[src/rtl/conv_pkg.sv]
// conv_pkg: shared types and defaults for the convolution layer scheduler.
//   conv_sched_state_t - scheduler FSM states
//   MAX_KERNELS_DEF    - default maximum output channels per layer
//   TIMEOUT_CYCLES_DEF - default conv_done watchdog limit
package conv_pkg;

  localparam int unsigned MAX_KERNELS_DEF    = 64;
  localparam int unsigned TIMEOUT_CYCLES_DEF = 300000;

  typedef enum logic [2:0] {
    IDLE,
    FETCH,
    WLOAD,
    CLEAR,
    RUN,
    WB,
    FINISH
  } conv_sched_state_t;

endpackage

[src/rtl/conv_sched_watchdog.sv]
// conv_sched_watchdog: 32-bit cycle counter that bounds the engine run time.
// Ports:
//   clk, reset - clock, asynchronous active-high reset
//   clear      - zero the counter (asserted the cycle before RUN is entered)
//   run        - count this cycle (scheduler is in RUN)
//   expired    - this RUN cycle is cycle number TIMEOUT_CYCLES
module conv_sched_watchdog #(
  parameter int unsigned TIMEOUT_CYCLES = 300000
) (
  input  logic clk,
  input  logic reset,
  input  logic clear,
  input  logic run,
  output logic expired
);

  logic [31:0] cnt_q, cnt_d;

  always_comb begin
    cnt_d = cnt_q;
    if (clear) begin
      cnt_d = '0;
    end else if (run) begin
      cnt_d = cnt_q + 32'd1;
    end
  end

  // cnt_q holds the number of RUN cycles already completed.
  assign expired = run && (cnt_q == 32'(TIMEOUT_CYCLES - 1));

  always_ff @(posedge clk or posedge reset) begin
    if (reset) begin
      cnt_q <= '0;
    end else begin
      cnt_q <= cnt_d;
    end
  end

endmodule

[src/rtl/conv_layer_sched.sv]
// conv_layer_sched: sequences one convolution layer over the shared conv
// engine, one pass per output channel: fetch kernel, clear engine, run,
// hand the ofmap to writeback.
// Ports:
//   clk, reset        - clock, asynchronous active-high reset
//   start, abort      - layer start pulse (IDLE only), synchronous abort
//   cfg_num_kernels   - channels in this layer, clamped to MAX_KERNELS
//   busy, layer_done  - not IDLE, one-cycle completion pulse
//   wt_req_*          - weight fetch request handshake and kernel index
//   wt_loaded         - weights stable on the engine input
//   conv_rst/en/done  - engine clear, enable, done level
//   wb_valid/ready/ch - ofmap writeback handshake and channel
//   err               - sticky watchdog timeout flag
// Optional feature: define CONV_SCHED_TIMEOUT_EN to enable the RUN
// watchdog (TIMEOUT_CYCLES); otherwise err is tied 0.
module conv_layer_sched
  import conv_pkg::*;
#(
  parameter int unsigned MAX_KERNELS    = MAX_KERNELS_DEF,
  parameter int unsigned CH_W           = $clog2(MAX_KERNELS),
  parameter int unsigned TIMEOUT_CYCLES = TIMEOUT_CYCLES_DEF
) (
  input  logic            clk,
  input  logic            reset,
  input  logic            start,
  input  logic            abort,
  input  logic [CH_W:0]   cfg_num_kernels,
  output logic            busy,
  output logic            layer_done,
  output logic            wt_req_valid,
  input  logic            wt_req_ready,
  output logic [CH_W-1:0] wt_req_idx,
  input  logic            wt_loaded,
  output logic            conv_rst,
  output logic            conv_en,
  input  logic            conv_done,
  output logic            wb_valid,
  input  logic            wb_ready,
  output logic [CH_W-1:0] wb_ch,
  output logic            err
);

  localparam logic [CH_W:0] MAX_K = (CH_W + 1)'(MAX_KERNELS);

  conv_sched_state_t state_q, state_d;
  logic [CH_W:0]     n_k_q, n_k_d;
  logic [CH_W-1:0]   ch_q, ch_d;
  logic              rst_pulse_q, rst_pulse_d;
  logic              done_q, done_d;
  logic [CH_W:0]     n_k_clamped;
  logic              last_ch;
  logic              timeout;

  assign n_k_clamped = (cfg_num_kernels > MAX_K) ? MAX_K : cfg_num_kernels;
  assign last_ch     = ({1'b0, ch_q} + 1'b1) == n_k_q;

  always_comb begin
    state_d     = state_q;
    n_k_d       = n_k_q;
    ch_d        = ch_q;
    rst_pulse_d = 1'b0;
    done_d      = 1'b0;
    if (abort) begin
      state_d     = IDLE;
      // leave the engine clean if it was interrupted mid-run
      rst_pulse_d = (state_q == RUN);
    end else begin
      unique case (state_q)
        IDLE: begin
          if (start) begin
            n_k_d   = n_k_clamped;
            ch_d    = '0;
            state_d = (n_k_clamped == '0) ? FINISH : FETCH;
          end
        end
        FETCH:  if (wt_req_ready) state_d = WLOAD;
        WLOAD:  if (wt_loaded) state_d = CLEAR;
        CLEAR:  state_d = RUN;
        RUN: begin
          if (conv_done) begin
            state_d = WB;
          end else if (timeout) begin
            rst_pulse_d = 1'b1;
            state_d     = FINISH;
          end
        end
        WB: begin
          if (wb_ready) begin
            if (last_ch) begin
              state_d = FINISH;
            end else begin
              ch_d    = ch_q + 1'b1;
              state_d = FETCH;
            end
          end
        end
        FINISH: begin
          // layer_done is registered, so it shows on the cycle after FINISH
          done_d  = 1'b1;
          state_d = IDLE;
        end
        default: state_d = IDLE;
      endcase
    end
  end

  always_ff @(posedge clk or posedge reset) begin
    if (reset) begin
      state_q     <= IDLE;
      n_k_q       <= '0;
      ch_q        <= '0;
      rst_pulse_q <= 1'b0;
      done_q      <= 1'b0;
    end else begin
      state_q     <= state_d;
      n_k_q       <= n_k_d;
      ch_q        <= ch_d;
      rst_pulse_q <= rst_pulse_d;
      done_q      <= done_d;
    end
  end

  assign busy         = (state_q != IDLE);
  assign layer_done   = done_q;
  assign wt_req_valid = (state_q == FETCH);
  assign wt_req_idx   = wt_req_valid ? ch_q : '0;
  assign conv_rst     = (state_q == CLEAR) || rst_pulse_q;
  assign conv_en      = (state_q == RUN);
  assign wb_valid     = (state_q == WB);
  assign wb_ch        = wb_valid ? ch_q : '0;

`ifdef CONV_SCHED_TIMEOUT_EN
  logic err_q, err_d;

  conv_sched_watchdog #(
    .TIMEOUT_CYCLES(TIMEOUT_CYCLES)
  ) u_watchdog (
    .clk    (clk),
    .reset  (reset),
    .clear  (state_q == CLEAR),
    .run    (state_q == RUN),
    .expired(timeout)
  );

  always_comb begin
    err_d = err_q;
    if (!abort) begin
      if (state_q == IDLE && start) begin
        err_d = 1'b0;
      end
      if (state_q == RUN && !conv_done && timeout) begin
        err_d = 1'b1;
      end
    end
  end

  always_ff @(posedge clk or posedge reset) begin
    if (reset) begin
      err_q <= 1'b0;
    end else begin
      err_q <= err_d;
    end
  end

  assign err = err_q;
`else
  logic unused_timeout_cfg;
  assign unused_timeout_cfg = ^TIMEOUT_CYCLES;
  assign timeout            = 1'b0;
  assign err                = 1'b0;
`endif

endmodule

[config.mk]
export PLATFORM = sky130hd
export DESIGN_NAME = conv_layer_sched
export DESIGN_NICKNAME = d
export VERILOG_FILES = /design/src/rtl/conv_pkg.sv /design/src/rtl/conv_sched_watchdog.sv /design/src/rtl/conv_layer_sched.sv
export SDC_FILE = /design/constraint.sdc
export NUM_CORES = 1
export LEC_CHECK = 0
export ABC_AREA = 1
export CELL_PAD_IN_SITES_DETAIL_PLACEMENT = 0
export CELL_PAD_IN_SITES_GLOBAL_PLACEMENT = 1
export CORE_AREA = 2 2 80 59
export CTS_BUF_LIST = sky130_fd_sc_hd__clkbuf_2
export CTS_CLUSTER_DIAMETER = 40
export CTS_CLUSTER_SIZE = 25
export DETAILED_ROUTE_END_ITERATION = 10
export DIE_AREA = 0 0 82 61
export HOLD_SLACK_MARGIN = 0.06
export PLACE_DENSITY = 0.74
export SLEW_MARGIN = 20
export SYNTH_ARGS = -nofsm -noshare
export SYNTH_HDL_FRONTEND = slang
export SYNTH_HIERARCHICAL = 1
export SYNTH_SLANG_ARGS = --single-unit
[constraint.sdc]
create_clock -name clk -period 1.75 [get_ports clk]
set_clock_uncertainty 0.15 [all_clocks]
set_input_delay 0.35 -clock clk [delete_from_list [all_inputs] [get_ports clk]]
set_output_delay 0.35 -clock clk [all_outputs]
set_load 0.05 [all_outputs]
Run 1, cell classes on the final placement:
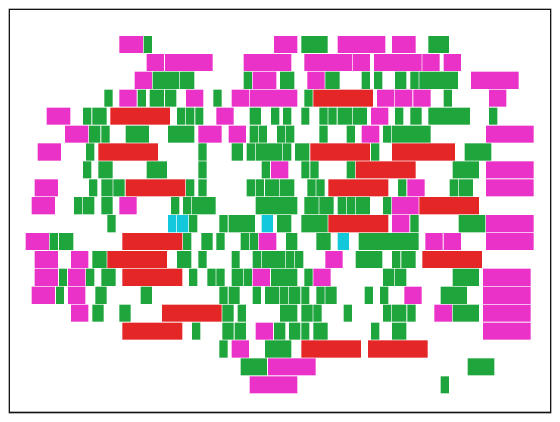
clock drivers and dummy loads -> cyan  # cells 4, share of their area 0.84%
sequential cells -> red  # cells 18, share of their area 20%
remaining buffers and delay cells -> magenta  # cells 68, share of their area 35%
combinational and other logic -> green  # cells 177, share of their area 45%
fin area: 2310 µm²
flop share of the area: 19.5%
standard-cell row count: 20
core area: 4200 µm²
Final Core Density: 55.0%

Run 1, congestion heat map:
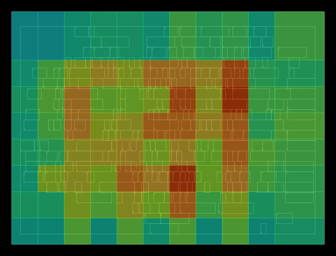
Global Route Usage Sum: 15.9%
gr busiest metal: met1

==> flow_metrics.tcl, run 1 <==
# flow metrics
set metrics [dict create \
    seq_power_share_pct 28.8 \
    violations "setup timing" \
    slowest_delay_ns 0.45 \
    worst_path_max_delay_cell "dfrtp_1" \
    ys.flop_type "dfrtp_1" \
    yosys.cell_types.count 24 \
    critPathMaxFanout 3 \
    synth.cellmix.simpleShare_pct 44.4 \
    grt_pass1_vias 1204 \
    fill_cells 404 \
    seq_area_um2 452 \
    start_kind "flip-flop" \
    io_buffers 32 \
    synthTopCellsByArea "dfrtp_1, nand2_1, inv_1" \
    hold_path_class "input port to asynchronous set/reset pin" \
    die_h_um 61 \
    final_cells 322 \
    use_met3_pct 3.13 \
    cp-end-kind "primary output" \
    fin_nets 284 \
    fmax_mhz 509 \
    grt-ovfl-total 0 \
    highest_layer "met4" \
    finalMaxSlewViolations 0 \
    post-synth-top-area-cell "dfrtp_1" \
    post_synth_ao_oa_area_fraction_pct 6.84 \
    avgViaCountPerCell 4.43 \
    yosys_area_um2 1260 \
    final.setup.worst_slack_ns -0.216 \
    fp_util_pct 30.0 \
    drive_gt1_share_pct 40.8 \
    max_flop_register "n_k_q" \
    met2_usage_pct 22.8 \
    die_x_um 82 \
    taps 55 \
    setup_viol 30 \
    largest_reg_flops 7 \
    comb_cells 142 \
    regToRegSetupSlack_ns -0.14 \
    p_leak_nw 1.08 \
    p_comb_mw 1.26 \
    async_flop_share_pct 100 \
    lay_top_count "nand2_1" \
    swShare_pct 44.5 \
    place_congestion 0.886 \
    clkLatencyLatePin_ns 0.30 \
    grt_max_degree 19 \
    synth_warnings 6 \
    dp_hpwl_mm 2.93 \
    n_antenna_cell 0 \
    peakVddDrop_uv 560 \
    path_common_cell "buf_4" \
    drt_iter0_drc 45 \
    ctsHtreeMaxLevel 1 \
    ant_nets 0 \
    numCtsBuffers 3 \
    post-place-ws_ns -0.105 \
    powerDensity_nw_per_um2 871 \
    fin_crit_sh_pct 112 \
    ys_ff 18 \
    xor_area_share_pct 0 \
    fin_crit_ns 1.97 \
    synthTopLogicFamily "simple AND/OR/NAND/NOR gates" \
    met2WireLength_mm 1.62 \
    postSynthAreaPerCell_um2 6.41 \
    grt_use_met1_pct 24.8 \
    holdWs_ns 0.176 \
    dp_cells 309 \
    warnings 29 \
    grt_first_pass_wirelength_mm 5.84 \
    ctsResizeCount 17 \
    worstReg2RegStart "ch_q[0]" \
    fin_setup_tns_ns -4.07 \
    nClkBuffers 3 \
    power.internal_mw 1.12 \
    clock-sinks 18 \
    drv_cap 0 \
    sh_comb_area_pct 37.2 \
    antenna_found_initial 0 \
    cts_tree "yes" \
    powerClk_mw 0.176 \
    ys_sh_mux_pct 0 \
    synth-edff-count 0 \
    reg_top3 "n_k_q x7, ch_q x6, state_q x3" \
    p_switching_mw 0.897 \
    clkTransAtPathRegs_ns 0.18 \
    placed_cell_area_um2 2080 \
    synth_stat.cells 197 \
    area_growth_pct 83.2 \
    wl_met3_um 184 \
    power-top-group "combinational logic" \
    n_all_inverters 35 \
    hold_viol 0 \
    status "finished with violations" \
    postSynthCellCount 197 \
    drc 0 \
]
Run 1, wiring heat map:
The bar under the picture is 20 µm long. The die is cut into 16 by 12 equal tiles; dark blue is low, red is high, scaled to the fullest tile. Values are wire area over tile area, all layers added.
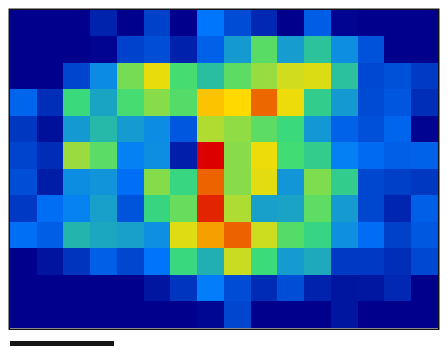
emptiest ninth of the die = lower left
mean over tiles = 0.12
tiles over half the peak = 20%
Via Count: 1425
Routed WL per cell: 11.6 µm

Run 1, metal layers overlaid:
The bar under the picture is 20 µm long.
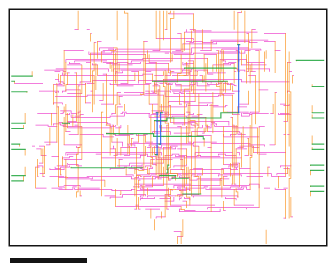
metal 1 -> magenta  # wire length 1910 µm
metal 4 -> blue  # wire length 36.7 µm
metal 2 -> orange  # wire length 1620 µm
metal 3 -> green  # wire length 184 µm
routed wire length: 3.75 mm

==> run 2, diff against run 1 <==
--- a/config.mk
+++ b/config.mk
@@ -8,14 +8,14 @@
 export ABC_AREA = 1
 export CELL_PAD_IN_SITES_DETAIL_PLACEMENT = 0
 export CELL_PAD_IN_SITES_GLOBAL_PLACEMENT = 1
-export CORE_AREA = 2 2 80 59
+export CORE_AREA = 2 2 81 60
 export CTS_BUF_LIST = sky130_fd_sc_hd__clkbuf_2
 export CTS_CLUSTER_DIAMETER = 40
 export CTS_CLUSTER_SIZE = 25
 export DETAILED_ROUTE_END_ITERATION = 10
-export DIE_AREA = 0 0 82 61
+export DIE_AREA = 0 0 83 62
 export HOLD_SLACK_MARGIN = 0.06
-export PLACE_DENSITY = 0.74
+export PLACE_DENSITY = 0.72
 export SLEW_MARGIN = 20
 export SYNTH_ARGS = -nofsm -noshare
 export SYNTH_HDL_FRONTEND = slang
Run 2, cell classes on the final placement:
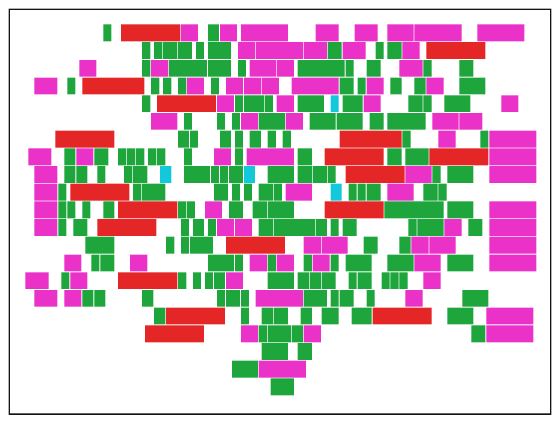
sequential cells -> red  # cells 18, share of their area 18%
remaining buffers and delay cells -> magenta  # cells 81, share of their area 36%
combinational and other logic -> green  # cells 177, share of their area 44%
clock drivers and dummy loads -> cyan  # cells 4, share of their area 0.76%
fin area: 2530 µm²
flop share of the area: 17.9%
Final Core Density: 56.3%
standard-cell row count: 21
core area: 4490 µm²

==> flow_metrics.tcl, run 2 <==
# flow metrics
set metrics [dict create \
    p_leak_nw 1.16 \
    met2_usage_pct 26.0 \
    synth_stat.cells 197 \
    fin_nets 297 \
    placed_cell_area_um2 2100 \
    met2WireLength_mm 1.98 \
    post-place-ws_ns -0.143 \
    grt_max_degree 19 \
    grt_pass1_vias 1367 \
    cts_tree "yes" \
    synth.top_cell.area_share_pct 35.7 \
    grt_use_met1_pct 24.4 \
    crit_buf_inv 3 \
    drt_iter0_drc 64 \
    die_x_um 83 \
    final.setup.worst_slack_ns -0.231 \
    largest_class "logic gates" \
    sh_comb_area_pct 37.6 \
    max_flop_register "n_k_q" \
    p_comb_mw 1.35 \
    fp_util_pct 28.1 \
    slowest_delay_ns 0.41 \
    wl_met3_um 209 \
    async_flop_share_pct 100 \
    ant_nets 0 \
    worstReg2RegStart "ch_q[1]" \
    fmax_mhz 505 \
    final-nonclk-buf-share_pct 35.3 \
    io_pins 34 \
    xor_area_share_pct 0 \
    n_all_inverters 35 \
    ys_sh_mux_pct 0 \
    finalMaxSlewViolations 0 \
    fp_nets 213 \
    nClkBuffers 3 \
    required_ns 1.25 \
    clock-sinks 18 \
    reg2reg_to "state_q[2]" \
    vias 1515 \
    synth-adder-area-share_pct 0.991 \
    p_switching_mw 0.963 \
    io_buffers 32 \
    seq_power_share_pct 27.6 \
    area_growth_pct 100 \
    regToRegSetupSlack_ns -0.07 \
    start_kind "flip-flop" \
    dp_cells 315 \
    comb_cells 142 \
    largest_reg_flops 7 \
    n_antenna_cell 0 \
    yosys.cell_types.count 24 \
    total_power_mw 2.14 \
    violations "setup timing" \
    clk_share_pct 0.742 \
    power-top-group "combinational logic" \
    cts-root-buf "clkbuf_2" \
    final_cells 337 \
    synthTopLogicFamily "simple AND/OR/NAND/NOR gates" \
    crit_family "flip-flops" \
    wl_mm 4.30 \
    holdWs_ns 0.174 \
    use_met3_pct 2.91 \
    synth.cellmix.simpleShare_pct 44.4 \
    grt-ovfl-total 0 \
    die_h_um 62 \
    fin_crit_sh_pct 113 \
    crit_arrival_ns 1.48 \
    fin_setup_tns_ns -3.85 \
    cp.depth 5 \
    postSynthAreaPerCell_um2 6.41 \
    wl_per_cell_um 12.8 \
    power.internal_mw 1.17 \
    final_cell_mix "buf_4, nand2_1, inv_1" \
    clkTransAtPathRegs_ns 0.19 \
    dieArea_um2 5150 \
    post-synth-top-area-cell "dfrtp_1" \
    synth-edff-count 0 \
    synth_area_um2 1260 \
    path_cells "inv_2, nor3_4, inv_6, nor2_4, buf_12" \
    lay_top_count "buf_4" \
    wl_met1_mm 2.09 \
    hold_buffers 0 \
    seq_cell_count 18 \
    fill_cells 387 \
    synthTopCellsByArea "dfrtp_1, nand2_1, inv_1" \
    seq-power_mw 0.589 \
    yosys_area_um2 1260 \
    drv_cap 0 \
    critPathMaxFanout 9 \
    worst_path_max_delay_cell "dfrtp_1" \
    peakVddDrop_uv 581 \
    place_congestion 0.884 \
    drc 0 \
    ctsResizeCount 29 \
    synth_warnings 6 \
    post_synth_ao_oa_area_fraction_pct 6.84 \
    post_cts.repair.setup_buffers 16 \
    ys_top_cells_by_count "nand2_1, inv_1, nor2_1, dfrtp_1, nand3_1" \
    cts_buffer_depth 2 \
    numCtsBuffers 3 \
    logic_area_um2 951 \
    cp-end-kind "primary output" \
    status "finished with violations" \
    highest_layer "met4" \
    grt_first_pass_wirelength_mm 6.58 \
    postSynthCellCount 197 \
    antenna_found_initial 0 \
    ctsHtreeMaxLevel 1 \
    setup_viol 26 \
    warnings 29 \
    postSynthSeqShare_pct 35.7 \
    crit_path_start "state_q[2]" \
    seq_area_um2 453 \
    reg_top3 "n_k_q x7, ch_q x6, state_q x3" \
    hold_path_class "input port to asynchronous set/reset pin" \
    swShare_pct 45.1 \
    taps 57 \
    dp_hpwl_mm 3.14 \
    hold_viol 0 \
    fin_crit_ns 1.98 \
    avgViaCountPerCell 4.50 \
    powerClk_mw 0.193 \
    worst-setup-path-type "flip-flop to primary output" \
    grt_busiest_layer "met2" \
    clkLatencyLatePin_ns 0.32 \
    ys.flop_type "dfrtp_1" \
    grt_use_total_pct 16.5 \
    powerDensity_nw_per_um2 845 \
    rsz0062_at_grt "true" \
    drive_gt1_share_pct 52.5 \
    ys_ff 18 \
    yosysMostFrequentCell "nand2_1" \
]
No activity file was given, so power comes from the tool's default toggle rates.
